`config.mk`:
```
export PLATFORM = sky130hd
export DESIGN_NAME = bank_req_fifo
export DESIGN_NICKNAME = d
export VERILOG_FILES = /design/src/rtl/vc_xbar_pkg.sv /design/src/rtl/bank_req_fifo.sv
export SDC_FILE = /design/constraint.sdc
export NUM_CORES = 1
export LEC_CHECK = 0
export CAP_MARGIN = 40
export CORE_MARGIN = 8
export CORE_UTILIZATION = 40
export DETAILED_ROUTE_END_ITERATION = 6
export PLACE_DENSITY = 0.6
export REMOVE_ABC_BUFFERS = 1
export SYNTH_ARGS = -nofsm -noshare
export SYNTH_HDL_FRONTEND = slang
export SYNTH_SLANG_ARGS = --single-unit
export TNS_END_PERCENT = 5
```
`constraint.sdc`:
```
create_clock -name clk -period 4 [get_ports clk]
set_input_delay 0.6 -clock clk [delete_from_list [all_inputs] [get_ports clk]]
set_output_delay 0.6 -clock clk [all_outputs]
set_load 0.02 [all_outputs]
```
`src/rtl/vc_xbar_pkg.sv`:
```
// Constants shared by the crossbar and the per-output-port request FIFOs.
package vc_xbar_pkg;

  localparam int NUM_OUT_PORTS      = 4;
  localparam int FIFO_DEPTH_DEFAULT = 4;

endpackage

```
`src/rtl/bank_req_fifo.sv`:
```
// Per-bank request FIFO behind one xbar output port: registered ready/valid on
// both sides, wrap-bit pointers, flush and registered almost-full flag.
module bank_req_fifo
  import vc_xbar_pkg::*;
#(
  parameter int PLD_WIDTH = 32,
  parameter int DEPTH     = FIFO_DEPTH_DEFAULT,
  parameter int AFULL_TH  = DEPTH - 1
) (
  input  logic                       clk,
  input  logic                       rst,
  input  logic                       in_vld,
  input  logic [PLD_WIDTH-1:0]       in_pld,
  output logic                       in_rdy,
  input  logic                       flush,
  output logic                       out_vld,
  output logic [PLD_WIDTH-1:0]       out_pld,
  input  logic                       out_rdy,
  output logic [$clog2(DEPTH+1)-1:0] count,
  output logic                       afull
);

  localparam int AW = $clog2(DEPTH);
  localparam int PW = AW + 1;
  localparam int CW = $clog2(DEPTH + 1);

  logic [PW-1:0]        r_wptr;
  logic [PW-1:0]        r_rptr;
  logic [CW-1:0]        r_count;
  logic                 r_afull;
  logic [PLD_WIDTH-1:0] r_mem [DEPTH];

  logic                 w_full;
  logic                 w_empty;
  logic                 w_push;
  logic                 w_pop;
  logic [CW-1:0]        w_count_next;

  // Pointers carry one extra wrap bit so full and empty are distinguishable.
  assign w_full  = ((r_wptr ^ r_rptr) == {1'b1, {AW{1'b0}}});
  assign w_empty = (r_wptr == r_rptr);
  assign w_push  = in_vld && !w_full;
  assign w_pop   = out_rdy && !w_empty;

  always_comb begin
    w_count_next = r_count;
    if (flush) begin
      w_count_next = '0;
    end else begin
      unique case ({w_push, w_pop})
        2'b10:   w_count_next = r_count + CW'(1);
        2'b01:   w_count_next = r_count - CW'(1);
        default: w_count_next = r_count;
      endcase
    end
  end

  always_ff @(posedge clk) begin
    if (rst) begin
      r_wptr  <= '0;
      r_rptr  <= '0;
      r_count <= '0;
      r_afull <= 1'b0;
    end else begin
      if (flush) begin
        r_wptr <= '0;
        r_rptr <= '0;
      end else begin
        if (w_push) r_wptr <= r_wptr + PW'(1);
        if (w_pop)  r_rptr <= r_rptr + PW'(1);
      end
      r_count <= w_count_next;
      r_afull <= (w_count_next >= CW'(AFULL_TH));
    end
  end

  // Storage is deliberately left unreset; its contents only matter under out_vld.
  always_ff @(posedge clk) begin
    if (w_push) r_mem[r_wptr[AW-1:0]] <= in_pld;
  end

  assign in_rdy  = !w_full;
  assign out_vld = !w_empty;
  assign out_pld = r_mem[r_rptr[AW-1:0]];
  assign count   = r_count;
  assign afull   = r_afull;

endmodule

```
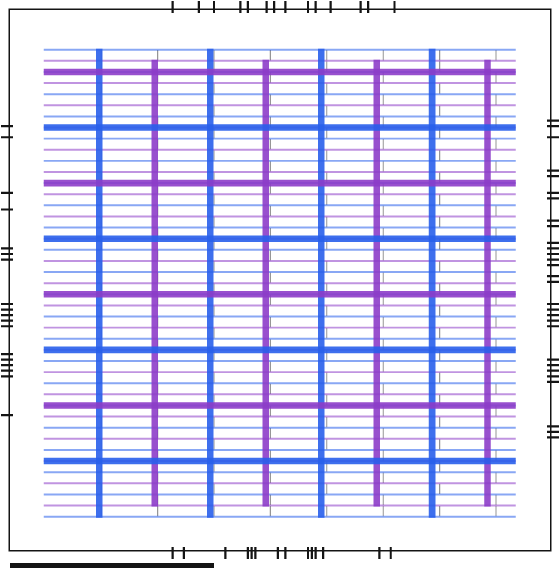
Fig. 1. PDN straps and rails (run 1).
The bar under the picture is 50 um long. Pins as bars on the die edge. Tap cells in grey.
VSS -> blue
VDD -> purple
met4 straps = 8
met1 rails = 43

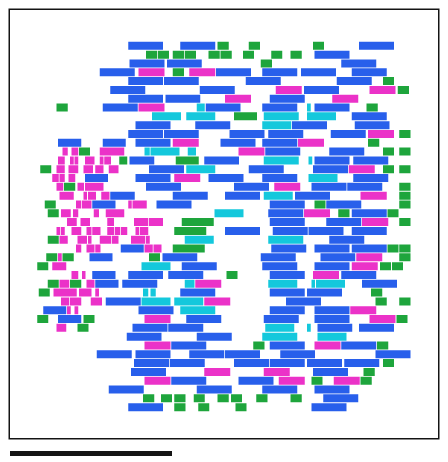
Fig. 2. Placement by cell class (run 1).
The bar under the picture is 50 um long.
clock drivers and dummy loads -> cyan  # cells 32
remaining logic cells -> magenta  # cells 106
remaining buffers and delay cells -> green  # cells 80
registers -> blue  # cells 140

==> Slide: Implementation Results, run 1 <==
Key Metrics from the Run

Min path
  – Class of the worst hold path: flop to flop
  – Worst hold stages: 2
  – Beginning of the worst hold path: r_rptr[2]
  – Hold Path Sink: r_rptr[2]

Setup path
  – Setup slack of the worst register-to-register path: 1380 ps
  – Worst-path cell chain: buf_12 > mux4_2 > clkdlybuf4s50_1
  – Terminus of the critical flop-to-flop path: afull
  – Crit end category: output port
  – Reg-to-reg critical path startpoint: r_wptr[1]
  – Data required time at the worst endpoint: 3400 ps
  – CP arrival: 2520 ps
  – Maximum net fanout on the critical path: 18
  – Number of buffer and inverter stages on the critical path: 2
  – Slowest stage cell, crit path: sky130_fd_sc_hd__dfxtp_2
  – Capturing instance or port of the critical path: out_pld[9]
  – Largest delay share family, worst path: buffers and inverters
  – Worst reg-to-reg path cell count: 7
  – Worst setup SP type: flop
  – Slowest stage delay, CP: 710 ps

Global route
  – Met1 global-route usage: 15.6%
  – Peak-usage layer in the global routing report: met2
  – M3 GR Usage: 4.80%
  – Overall overflow remaining after global route: 0
  – Number of global-route vias before repair: 2928
  – Initial antenna violation count: 0
  – First-pass GRT wire length: 16400 um
  – GRT Overall Usage: 12.3%

Cells and area
  – Inverter count: 2
  – Max reg flops: 128
  – Post-layout nets: 389
  – Multi-input gate count: 104
  – Leading cell category by total area: sequential cells
  – Number of non-filler instances in the completed layout: 534
  – Number of antenna repair diodes: 0
  – Flip-flops: 140
  – Commonest cells after routing, fill and taps aside: 128 x sky130_fd_sc_hd__edfxtp_1, 74 x sky130_fd_sc_hd__clkdlybuf4s50_1, 32 x sky130_fd_sc_hd__mux4_2
  – Storage cell area: 4090 sq um
  – Fraction of layout cells with a size suffix above 1: 21.5%
  – Comb area share: 18.0%
  – Layout clock buffer count: 18
  – Multi-input logic area: 1270 sq um
  – Commonest Layout Cell: sky130_fd_sc_hd__edfxtp_1
  – Non-clock buffer share: 12.3%
  – Relative area change from synthesis to final layout: 31.5%
  – Utilization after layout: 53.7%
  – Fillers: 1034
  – Clock-cell share of area: 8.88%
  – Buffer count excluding the clock tree in the final layout: 80
  – Post-Layout Inst Area: 7090 sq um

Synth
  – Unique cell types: 30
  – Chip area line of the yosys report: 5390 sq um
  – Post-Syn Area per Cell: 21.1 sq um
  – Cell count in the Yosys report: 256
  – Number of warnings issued by yosys: 0
  – Adder-cell share of the synthesized area: 1.76%
  – Number of synthesized register bits: 140
  – Proportion of synthesized area in mux cells: 13.5%
  – Simple-gate area share of the yosys netlist: 3.97%
  – Synth Cell Area: 5390 sq um
  – Gate Count Post-Synth: 256
  – Ao+oa area frac: 2.44%
  – Seq/Total Area, Yosys: 75.7%

Floorplanning
  – Die x size: 132 um
  – Starting density of the core: 40.9%
  – Tap Count: 176
  – Number of placement rows: 42
  – Number of placed I/O pins: 75
  – Die Outline Area: 17500 sq um

Power and ir drop
  – Power density of the placed cells: 500 nW/um^2
  – Power in combinational cells: 248 uW
  – Fraction of power consumed by combinational cells: 7.0%
  – Clock network power share: 46.4%
  – Power spent charging and discharging nets: 684 uW
  – Sequential cell fraction of total power: 46.6%
  – Switching power share of the total: 19.3%
  – Peak supply drop: 0.269 mV
  – Static leakage power: 2.31 nW
  – Internal power: 2.86 mW
  – Flip-flop and latch power: 1.65 mW

Clock tree
  – Clk Latency, worst-skew pair: 400 ps
  – CTS tree: yes
  – Clock sinks: 140
  – Number of buffers added to fix hold violations after cts: 0
  – Root Driver: sky130_fd_sc_hd__clkbuf_16
  – Clock-pin transition on the worst setup and hold timing paths: 60 ps
  – Number of buffers inserted by post-CTS setup repair: 0
  – Number of resized instances in the post-cts repair step: 0
  – Total CTS buffers: 17

Timing
  – Worst hold slack: 542 ps
  – Worst clock skew: 9.72 ps
  – Unrepaired setup endpoints after global routing: false
  – Final tally of hold violations: 0
  – Highest Clock Rate: 320 MHz
  – Setup slack of the critical path after layout: 876 ps
  – Final period util: 78.1%
  – Fin Setup TNS: 0 ps
  – Max_slew headroom: 51.4%

Detailed routing
  – Post-detailed-route via-to-cell ratio: 5.16
  – Antenna-violating nets left: 0
  – Number of DRC violations after detailed-routing iteration 0: 239
  – Highest metal used: met4
  – Number of remaining DRC errors: 0
  – Met2 wire length: 4950 um
  – Routed WL per cell: 19.3 um
  – Total via count after detailed routing: 2756
  – Iteration count of the initial detailed-routing pass: 4
  – Met1 wire length: 4760 um
  – DRT Wirelength: 10300 um

Place
  – Hpwl dp: 6470 um
  – Pre-CTS setup slack: 1200 ps
  – Last weighted congestion value of the routability-driven placer: 0.825
  – Placed Instance Area: 6460 sq um
  – Placed instance count: 502
  – Port buffer count: 74

Outcome
  – Status: finished, final reports clean

Flow run
  – Number of logged tool warnings: 28
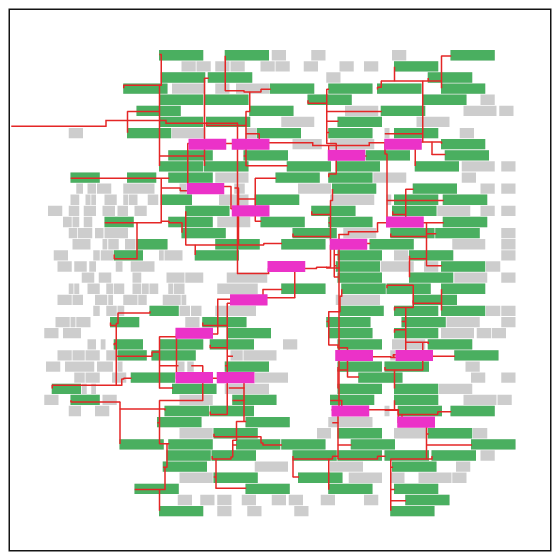
Fig. 3. Routed clock nets over the placement (run 1).
flip-flops -> green  # count 140
clock wires -> red  # length 1510 um
clock-net drivers -> magenta  # count 17
routed clock nets = 18

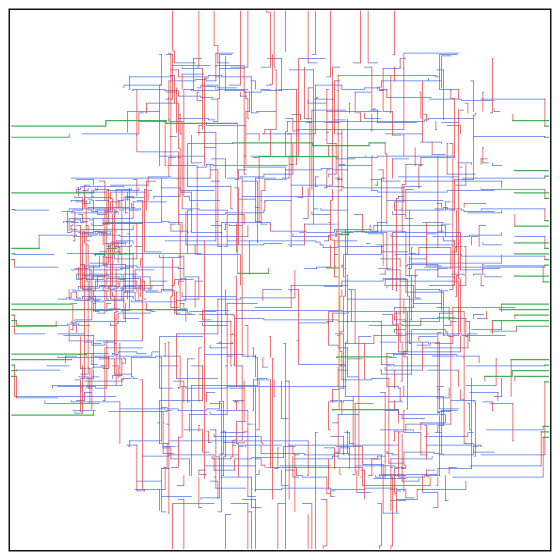
Fig. 4. Signal wires by layer (run 1).
M3 -> green  # wire length 520 um
M4 -> orange  # wire length 79.6 um
M2 -> red  # wire length 4950 um
M1 -> blue  # wire length 4760 um

-- run 1: Yosys cell counts --
cell                         n  area share (%)
sky130_fd_sc_hd__xnor2_2     2            0.60
sky130_fd_sc_hd__a31oi_1     5            0.58
sky130_fd_sc_hd__a21boi_0    1            0.14
sky130_fd_sc_hd__a21oi_1     4            0.37
sky130_fd_sc_hd__mux4_2     32              13
sky130_fd_sc_hd__o21ai_0     2            0.19
sky130_fd_sc_hd__nand3_1     3            0.28
sky130_fd_sc_hd__buf_2       6            0.56
sky130_fd_sc_hd__nand4_1     2            0.23
sky130_fd_sc_hd__or4_4       1            0.21
sky130_fd_sc_hd__nand3_2     2            0.37
sky130_fd_sc_hd__nand2_1     9            0.63
sky130_fd_sc_hd__buf_1       1           0.070
sky130_fd_sc_hd__inv_1       2            0.14
sky130_fd_sc_hd__dfxtp_1    12             4.5
sky130_fd_sc_hd__and3_1      6            0.70
sky130_fd_sc_hd__mux2i_1     1            0.19
sky130_fd_sc_hd__edfxtp_1  128              71
sky130_fd_sc_hd__nor2_1      4            0.28
sky130_fd_sc_hd__or2_1       1            0.12
sky130_fd_sc_hd__o211ai_1    6            0.84
sky130_fd_sc_hd__nor4b_1     4            0.65
sky130_fd_sc_hd__ha_1        6             1.4
sky130_fd_sc_hd__or4_1       2            0.28
sky130_fd_sc_hd__nand2b_1    2            0.23
sky130_fd_sc_hd__xor2_1      4            0.65
sky130_fd_sc_hd__clkbuf_1    3            0.21
sky130_fd_sc_hd__fa_1        1            0.37
sky130_fd_sc_hd__a211o_1     2            0.32
sky130_fd_sc_hd__xnor2_1     2            0.32
-- run 1: worst min-delay path: stages, from the launching register on --
cell	delay (ps)
sky130_fd_sc_hd__dfxtp_1	350
sky130_fd_sc_hd__nand2_1	70
sky130_fd_sc_hd__a31oi_1	60
==> run 2, diff against run 1 <==
- PLACE_DENSITY: 0.6 -> 0.63
- clock period: 4 -> 2.55 ns (I/O delays scaled with it)
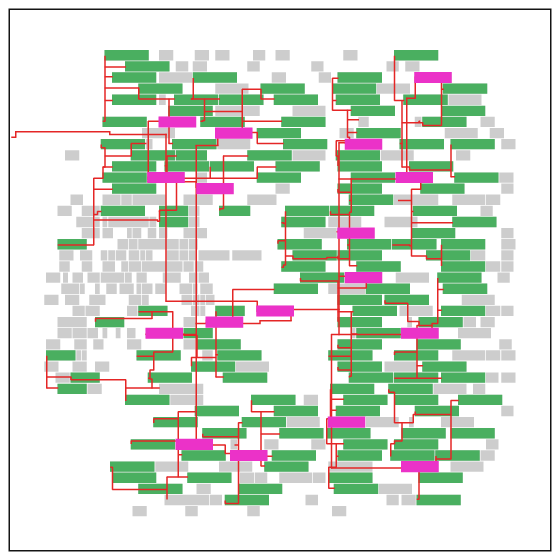
Fig. 5. Routed clock nets over the placement (run 2).
flip-flops -> green  # count 140
clock-net drivers -> magenta  # count 17
clock wires -> red  # length 1510 um
routed clock nets = 18

==> run 2 against run 1 <==
  * Routed wire length is 1.2% higher
  * Global-route usage is 0.17 points higher
  * Synthesized area unchanged
  * Clock power increased by 56%
  * Utilization up 0.48 points
  * Register-to-register slack got worse by 1200 ps
==> Slide: Implementation Results, run 2 <==
Key Metrics from the Run

Detailed routing
  – Iteration count of the initial detailed-routing pass: 4
  – Antenna-violating nets left: 0
  – Number of DRC violations after detailed-routing iteration 0: 178
  – Number of remaining DRC errors: 0
  – Total via count after detailed routing: 2812
  – Post-detailed-route via-to-cell ratio: 5.18
  – DRT Wirelength: 10400 um
  – Routed WL per cell: 19.2 um

Timing
  – Setup slack of the critical path after layout: 109 ps
  – Worst hold slack: 550 ps
  – Fin Setup TNS: 0 ps
  – Highest Clock Rate: 410 MHz
  – Unrepaired setup endpoints after global routing: false
  – Max_slew headroom: 67.8%
  – Final period util: 95.7%
  – Slew at the pin closest to its max-slew limit: 483 ps
  – Tmin final: 2440 ps
  – Count of final max-slew check failures: 0
  – Worst clock skew: 7.05 ps
  – Final tally of hold violations: 0

Synth
  – Yosys top cell area share: 71.3%
  – Synth area leader: sky130_fd_sc_hd__edfxtp_1
  – Number of warnings issued by yosys: 0
  – Number of synthesized flops with an enable pin: 128
  – Number of synthesized register bits: 140
  – Seq/Total Area, Yosys: 75.7%
  – Prevailing post-synth register cell: sky130_fd_sc_hd__edfxtp_1
  – Most frequent cells after synthesis: 128 x sky130_fd_sc_hd__edfxtp_1, 32 x sky130_fd_sc_hd__mux4_2, 12 x sky130_fd_sc_hd__dfxtp_1
  – Unique cell types: 30
  – Chip area line of the yosys report: 5390 sq um
  – Fraction of registers with async set/reset: 0%
  – Synth Cell Area: 5390 sq um
  – Most common cell in the synthesized netlist: sky130_fd_sc_hd__edfxtp_1
  – Gate Count Post-Synth: 256
  – Post-Syn Area per Cell: 21.1 sq um
  – Cell count in the Yosys report: 256
  – Synth area leaders: sky130_fd_sc_hd__edfxtp_1 71%, sky130_fd_sc_hd__mux4_2 13%, sky130_fd_sc_hd__dfxtp_1 4.5%

Setup path
  – Data required time at the worst endpoint: 2170 ps
  – Terminus of the critical flop-to-flop path: afull
  – Crit end category: output port
  – Setup slack of the worst register-to-register path: 210 ps
  – Worst reg-to-reg path cell count: 8
  – Maximum net fanout on the critical path: 16
  – Capturing instance or port of the critical path: out_pld[27]
  – Reg-to-reg critical path startpoint: r_wptr[0]
  – Worst setup SP type: flop
  – CP arrival: 2060 ps

Min path
  – Class of the worst hold path: flop to flop
  – Worst hold stages: 2
  – Beginning of the worst hold path: r_rptr[2]
  – Hold Path Sink: r_rptr[2]

Cells and area
  – Fraction of layout cells with a size suffix above 1: 23.7%
  – Number of antenna repair diodes: 0
  – Commonest Layout Cell: sky130_fd_sc_hd__edfxtp_1
  – Post-Layout Inst Area: 7150 sq um
  – Post-layout nets: 398
  – Utilization after layout: 54.2%
  – Max reg flops: 128
  – Commonest cells after routing, fill and taps aside: 128 x sky130_fd_sc_hd__edfxtp_1, 47 x sky130_fd_sc_hd__clkdlybuf4s50_1, 32 x sky130_fd_sc_hd__mux4_2
  – Relative area change from synthesis to final layout: 32.6%
  – Fillers: 1036
  – Number of non-filler instances in the completed layout: 543

Place
  – Port buffer count: 74
  – Hpwl dp: 6620 um
  – Last weighted congestion value of the routability-driven placer: 0.822
  – Placed Instance Area: 6530 sq um
  – Placed instance count: 510
  – Pre-CTS setup slack: 160 ps

Clock tree
  – CTS HTree Levels: 4
  – CTS tree: yes
  – Clock Tree Buf Depth: 2
  – Total CTS buffers: 17
  – Clk Latency, worst-skew pair: 410 ps
  – Clock-pin transition on the worst setup and hold timing paths: 50 ps
  – Clock sinks: 140
  – Number of buffers inserted by post-CTS setup repair: 0
  – Root Driver: sky130_fd_sc_hd__clkbuf_16

Floorplanning
  – Die Outline Area: 17500 sq um
  – Die x size: 132 um
  – Number of placed I/O pins: 75
  – Starting density of the core: 40.9%
  – Core region area: 13200 sq um
  – Number of placement rows: 42

Outcome
  – Status: finished, final reports clean

Power and ir drop
  – Switching power share of the total: 19.3%
  – Power density of the placed cells: 775 nW/um^2
  – Power spent charging and discharging nets: 1.07 mW
  – Overall power: 5.55 mW
  – Peak supply drop: 0.312 mV
  – Sequential cell fraction of total power: 46.6%
  – Internal power: 4.47 mW
  – Fraction of power consumed by combinational cells: 6.8%
  – Clock network power share: 46.5%
  – Static leakage power: 2.39 nW

Global route
  – First-pass GRT wire length: 16300 um
  – Overall overflow remaining after global route: 0
  – GRT Overall Usage: 12.5%
  – Initial antenna violation count: 0
  – Maximum number of pins on one net before global-route repair: 33
  – Number of global-route vias before repair: 2967

Flow run
  – Number of logged tool warnings: 28
  – Max Cap Viol: 0
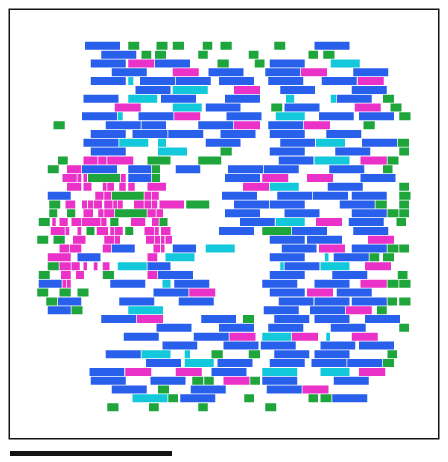
Fig. 6. Placement by cell class (run 2).
The bar under the picture is 50 um long.
remaining logic cells -> magenta  # cells 106
registers -> blue  # cells 140
remaining buffers and delay cells -> green  # cells 89
clock drivers and dummy loads -> cyan  # cells 32

==> run 2: logic make-up (layout without fill, tap and decap cells) <==
logic type	after synthesis	after routing	synth area share, %
compound gates	20	20	2.44
xor+xnor	8	8	1.58
fa+ha+maj	7	7	1.76
buf+inv	12	123	0.974
flops	140	140	75.7
mux	33	33	13.5
simple gates	36	36	3.97
==> run 2: critical path, cell delays in order, from the launching register on <==
cell                              delay (ps)
sky130_fd_sc_hd__dfxtp_2                 380
sky130_fd_sc_hd__buf_12                  200
sky130_fd_sc_hd__mux4_2                  510
sky130_fd_sc_hd__clkdlybuf4s50_1         550
==> run 2: what timing repair did <==
| action | 4_1_cts | 5_1_grt |
|---|---|---|
| gates resized | 27 | 0 |
| setup endpoints to repair | 27 | 5 |
| gates cloned | 0 | 1 |
| hold buffers | 0 | 0 |
==> run 2: power by group through the flow <==
stage | clock network (mW) | registers, mW | logic, mW
floorplan | 0 | 2.64 | 0.167
global placement | 0 | 2.63 | 0.391
detailed placement | 0 | 2.63 | 0.409
CTS | 2.63 | 2.59 | 0.385
global route | 2.71 | 2.59 | 0.409
finish | 2.58 | 2.59 | 0.379
==> run 2: final cells by class <==
class | instances | area, sq um | share of cell area [%]
Sequential cell | 140 | 4090 | 57.1
Multi-Input combinational cell | 104 | 1270 | 17.8
Timing Repair Buffer | 89 | 935 | 13.1
Clock buffer | 18 | 429 | 6.00
Tap cell | 176 | 220 | 3.08
Clock inverter | 14 | 200 | 2.80
Inverter | 2 | 7.51 | 0.105
==> run 2: routing by layer <==
| metal | GRT usage (%) | wire (um) | vias up |
|---|---|---|---|
| met5 | 0 | 0 | - |
| met2 | 19.7 | 5100 | 76 |
| met1 | 14.6 | 4490 | 1448 |
| li1 | - | - | 1270 |
| met3 | 4.73 | 635 | 18 |
| met4 | 6.32 | 213 | 0 |
Power is estimated from default activity; no workload was simulated.
